<file path="src/rtl/keypad_scan_encoder_pkg.sv">
// Shared types, constants and helpers for the 4x4 keypad scan encoder.
package keypad_pkg;

  typedef enum logic [1:0] {
    SCAN      = 2'd0,
    DEB_PRESS = 2'd1,
    HELD      = 2'd2
  } kp_state_e;

  localparam logic [3:0] ROW_RESET   = 4'b1110;
  localparam logic [3:0] COL_IDLE    = 4'hF;
  localparam logic [3:0] KEY_WAIT    = 4'd10;
  localparam logic [3:0] KEY_SETUP   = 4'd11;
  localparam logic [3:0] KEY_READY   = 4'd12;
  localparam logic [3:0] KEY_FIRE    = 4'd13;
  localparam logic [3:0] KEY_SURE    = 4'd14;
  localparam logic [3:0] KEY_CONFIRM = 4'd15;

  // True when exactly one bit is low; ghosting/multi-key patterns fail this.
  function automatic logic one_cold(input logic [3:0] v);
    return (v == 4'b1110) || (v == 4'b1101) || (v == 4'b1011) || (v == 4'b0111);
  endfunction

  function automatic logic [1:0] zero_idx(input logic [3:0] v);
    logic [1:0] idx;
    idx = 2'd0;
    for (int i = 0; i < 4; i++)
      if (!v[i]) idx = 2'(i);
    return idx;
  endfunction

  function automatic logic [3:0] rotl(input logic [3:0] v);
    return {v[2:0], v[3]};
  endfunction

endpackage

</file>
<file path="src/rtl/keypad_scan_encoder_key_sync.sv">
// Two-flop synchronizer for the asynchronous keypad column inputs (idle high).
module key_sync
  import keypad_pkg::*;
(
  input  logic       clk,
  input  logic       rst,
  input  logic [3:0] i_d,
  output logic [3:0] o_q
);

  logic [3:0] r_meta, r_sync;

  always_ff @(posedge clk or posedge rst) begin
    if (rst) begin
      r_meta <= COL_IDLE;
      r_sync <= COL_IDLE;
    end else begin
      r_meta <= i_d;
      r_sync <= r_meta;
    end
  end

  assign o_q = r_sync;

endmodule

</file>
<file path="src/rtl/keypad_scan_encoder.sv">
// 4x4 keypad scanner/debouncer producing detonator command strobes.
// Optional auto-repeat while a key is held: define KEYPAD_REPEAT_EN.
module keypad_scan_encoder
  import keypad_pkg::*;
#(
  parameter int SCAN_CNT_MAX = 1000,
  parameter int KEY_CNT_MAX  = 20,
  parameter int REPEAT_DLY   = 50
) (
  input  logic       clk,
  input  logic       rst,
  input  logic [3:0] col_i,
  output logic [3:0] row_o,
  output logic [3:0] A,
  output logic       digit_vld,
  output logic       wait_t,
  output logic       setup,
  output logic       ready,
  output logic       fire,
  output logic       sure,
  output logic       confirm,
  output logic       key_held
);

  localparam int DW = $clog2(SCAN_CNT_MAX);
  localparam int KW = $clog2(KEY_CNT_MAX + 1);

  if (SCAN_CNT_MAX < 2 || KEY_CNT_MAX < 1 || REPEAT_DLY < 1) begin : g_bad_param
    $error("keypad_scan_encoder: illegal parameter value");
  end

  logic [3:0]    w_col_s;
  logic [DW-1:0] r_dwell;
  logic          w_sample;
  kp_state_e     r_state, w_nstate;
  logic [3:0]    r_row, w_row_nxt;
  logic [KW-1:0] r_deb, w_deb_nxt, r_rel, w_rel_nxt;
  logic [3:0]    r_pat, r_key, w_key;
  logic          w_latch, w_evt;
`ifdef KEYPAD_REPEAT_EN
  localparam int RW = $clog2(REPEAT_DLY + 1);
  logic [RW-1:0] r_rep, w_rep_nxt;
`endif

  key_sync u_sync (.clk(clk), .rst(rst), .i_d(col_i), .o_q(w_col_s));

  assign w_sample = (r_dwell == DW'(SCAN_CNT_MAX - 1));
  // On a detection sample the key is still unlatched, so derive it live.
  assign w_key = (r_state == SCAN) ? {zero_idx(r_row), zero_idx(w_col_s)} : r_key;

  always_ff @(posedge clk or posedge rst) begin
    if (rst) begin
      r_state <= SCAN;
      r_dwell <= '0;
      r_row   <= ROW_RESET;
      r_deb   <= '0;
      r_rel   <= '0;
      r_pat   <= COL_IDLE;
      r_key   <= '0;
`ifdef KEYPAD_REPEAT_EN
      r_rep   <= '0;
`endif
    end else begin
      r_state <= w_nstate;
      r_dwell <= w_sample ? '0 : r_dwell + DW'(1);
      r_row   <= w_row_nxt;
      r_deb   <= w_deb_nxt;
      r_rel   <= w_rel_nxt;
`ifdef KEYPAD_REPEAT_EN
      r_rep   <= w_rep_nxt;
`endif
      if (w_latch) begin
        r_pat <= w_col_s;
        r_key <= w_key;
      end
    end
  end

  always_comb begin
    w_nstate  = r_state;
    w_row_nxt = r_row;
    w_deb_nxt = r_deb;
    w_rel_nxt = r_rel;
    w_latch   = 1'b0;
    w_evt     = 1'b0;
`ifdef KEYPAD_REPEAT_EN
    w_rep_nxt = r_rep;
`endif
    if (w_sample) begin
      case (r_state)
        SCAN: begin
          if (one_cold(w_col_s)) begin
            w_latch = 1'b1;
            if (KEY_CNT_MAX == 1) begin
              w_evt     = 1'b1;
              w_nstate  = HELD;
              w_rel_nxt = '0;
`ifdef KEYPAD_REPEAT_EN
              w_rep_nxt = '0;
`endif
            end else begin
              w_deb_nxt = KW'(1);
              w_nstate  = DEB_PRESS;
            end
          end else begin
            w_row_nxt = rotl(r_row);
          end
        end
        DEB_PRESS: begin
          if (w_col_s == r_pat) begin
            if (r_deb == KW'(KEY_CNT_MAX - 1)) begin
              w_evt     = 1'b1;
              w_nstate  = HELD;
              w_rel_nxt = '0;
`ifdef KEYPAD_REPEAT_EN
              w_rep_nxt = '0;
`endif
            end else begin
              w_deb_nxt = r_deb + KW'(1);
            end
          end else begin
            w_nstate  = SCAN;
            w_row_nxt = rotl(r_row);
          end
        end
        HELD: begin
          if (w_col_s == COL_IDLE) begin
            if (r_rel == KW'(KEY_CNT_MAX - 1)) begin
              w_nstate  = SCAN;
              w_row_nxt = rotl(r_row);
              w_rel_nxt = '0;
            end else begin
              w_rel_nxt = r_rel + KW'(1);
            end
          end else begin
            w_rel_nxt = '0;
          end
`ifdef KEYPAD_REPEAT_EN
          if (w_col_s == r_pat) begin
            if (r_rep == RW'(REPEAT_DLY - 1)) begin
              w_evt     = 1'b1;
              w_rep_nxt = '0;
            end else begin
              w_rep_nxt = r_rep + RW'(1);
            end
          end else if (w_col_s == COL_IDLE) begin
            w_rep_nxt = '0;
          end
`endif
        end
        default: w_nstate = SCAN;
      endcase
    end
  end

  always_comb begin
    row_o    = r_row;
    key_held = (r_state == HELD);
  end

  // Event strobes are registered so A and the pulses line up on the same cycle.
  always_ff @(posedge clk or posedge rst) begin
    if (rst) begin
      A         <= '0;
      digit_vld <= 1'b0;
      wait_t    <= 1'b0;
      setup     <= 1'b0;
      ready     <= 1'b0;
      fire      <= 1'b0;
      sure      <= 1'b0;
      confirm   <= 1'b0;
    end else begin
      digit_vld <= 1'b0;
      wait_t    <= 1'b0;
      setup     <= 1'b0;
      ready     <= 1'b0;
      fire      <= 1'b0;
      sure      <= 1'b0;
      confirm   <= 1'b0;
      if (w_evt) begin
        case (w_key)
          KEY_WAIT:    wait_t  <= 1'b1;
          KEY_SETUP:   setup   <= 1'b1;
          KEY_READY:   ready   <= 1'b1;
          KEY_FIRE:    fire    <= 1'b1;
          KEY_SURE:    sure    <= 1'b1;
          KEY_CONFIRM: confirm <= 1'b1;
          default: begin
            A         <= w_key;
            digit_vld <= 1'b1;
          end
        endcase
      end
    end
  end

endmodule

</file>
<file path="config.mk">
export PLATFORM = sky130hd
export DESIGN_NAME = keypad_scan_encoder
export DESIGN_NICKNAME = d
export VERILOG_FILES = /design/src/rtl/keypad_scan_encoder_pkg.sv /design/src/rtl/keypad_scan_encoder_key_sync.sv /design/src/rtl/keypad_scan_encoder.sv
export SDC_FILE = /design/constraint.sdc
export NUM_CORES = 1
export LEC_CHECK = 0
export ABC_CLOCK_PERIOD_IN_PS = 2100
export CAP_MARGIN = 30
export CORE_MARGIN = 2
export CORE_UTILIZATION = 44
export CTS_BUF_LIST = sky130_fd_sc_hd__clkbuf_8
export DETAILED_ROUTE_END_ITERATION = 8
export GPL_TIMING_DRIVEN = 0
export PLACE_DENSITY = 0.77
export REMOVE_ABC_BUFFERS = 1
export SLEW_MARGIN = 20
export SYNTH_ARGS = -nofsm -noshare
export SYNTH_HDL_FRONTEND = slang
export SYNTH_HIERARCHICAL = 1
export SYNTH_SLANG_ARGS = --single-unit
export TNS_END_PERCENT = 10
</file>
<file path="constraint.sdc">
create_clock -name clk -period 2.1 [get_ports clk]
set_input_delay 0.42 -clock clk [delete_from_list [all_inputs] [get_ports clk]]
set_output_delay 0.42 -clock clk [all_outputs]
set_load 0.005 [all_outputs]
</file>
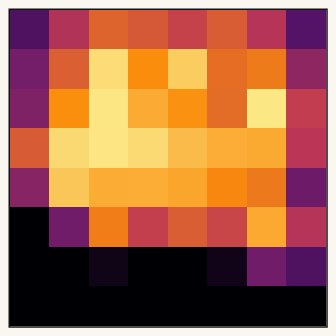
(images/density.png)
(4 px per µm) The die is cut into 8 by 8 equal tiles; black is low, pale yellow is high, 0 to 100% covered.
nearly empty tiles: 20%
emptiest ninth of the die: bottom left
tiles over 75% full: 30%
area of the core: 5470 µm²
fin util: 57.2%

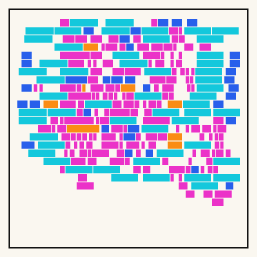
(images/cell_classes.png)
(3 px per µm)
legend:
  blue:
    class: other buffers and delay cells
    cells: 34
    share_of_their_area: 11%
  orange:
    class: clock drivers and dummy loads
    cells: 8
    share_of_their_area: 3.8%
  cyan:
    class: flip-flops
    cells: 53
    share_of_their_area: 44%
  magenta:
    class: all other logic
    cells: 161
    share_of_their_area: 41%
cell area after layout: 3130 µm²
Seq area share: 43.0%
Site Rows: 27

## final cells by class
type / instances / share of cell area, %
clock inverter: 2 / 1.08
timing repair buffer: 34 / 10.7
clock buffer: 6 / 2.64
inverter: 8 / 0.960
sequential: 53 / 43.0
tap: 72 / 2.88
multi-input combinational: 153 / 38.7
## per-stage QoR
step	setup WS (ps)	std cells
after floorplan	-14.0	214
after global placement	-455	307
after detailed placement	-485	308
after CTS	6.01	322
after global routing	-89.6	328
final	-7.50	328
## metal layers
layer,up-vias,wire length (µm)
met2,53,2520
li1,849,-
met1,903,2150
met3,9,234
met4,0,53
met5,-,0
==> ci_impl_report.md <==
### Yosys + OpenROAD results

| Metric | Value |
|---|---|
| Status | `complete, but fails checks` |
| Failing checks | `setup timing` |
| Grt met1 use | `21.1%` |
| Clk. pwr | `703 µW` |
| Critical path arrival | `2300 ps` |
| Final Max Slew Viols | `0` |
| CP Depth | `5` |
| Power share of the combinational group | `4.1%` |
| Most flops, register | `r_dwell` |
| Setup_tns | `-11.5 ps` |
| CP delay by family, top | `flip-flops` |
| Largest logic family | `simple AND/OR/NAND/NOR gates` |
| Power Density | `583 nW/µm²` |
| Average wire per standard cell | `15.1 µm` |
| VDD IR max | `0.487 mV` |
| Met2 usage in global routing | `24.5%` |
| Via/cell ratio | `5.53` |
| Number of CTS-inserted buffers | `5` |
| Avg Cell Area, Syn | `11.2 µm²` |
| FF/Latch Area | `1350 µm²` |
| Detail Placement HPWL | `3030 µm` |
| CTS tree | `built` |
| LEAKAGE | `1.34 nW` |
| Largest registers | `r_dwell x10, r_deb x5, r_rel x5` |
| Worst hold start | `u_sync/r_meta[3]$_DFF_PP1_` |
| Top cells excl fill/tap | `dfrtp_1 (37), nor2_1 (23), clkdlybuf4s50_1 (20)` |
| Largest net degree at the start of global routing | `36` |
| Ys flop type | `dfrtp_1` |
| Worst r2r path cells | `5` |
| Setup Crit Path Kind | `register to register` |
| Largest cells by area after synthesis | `dfrtp_1 (38%), dfstp_2 (16%), mux2_2 (6.4%)` |
| Mapped Area | `2480 µm²` |
| Clock sinks | `53` |
| Post-CTS Setup Inserts | `6` |
| DRT iter0 DRCs | `89` |
| Reg-to-Reg Start | `u_sync/o_q[3]$_DFF_PP1_` |
| Final setup viols | `2` |
| Post-cts gate resize count | `7` |
| Crit path from | `u_sync/o_q[3]$_DFF_PP1_` |
| Fin worst setup slack | `-7.50 ps` |
| P_int | `1.45 mW` |
| Max-Cap Viols | `0` |
Power figures rest on the tool's default switching activity, not on a simulated workload.
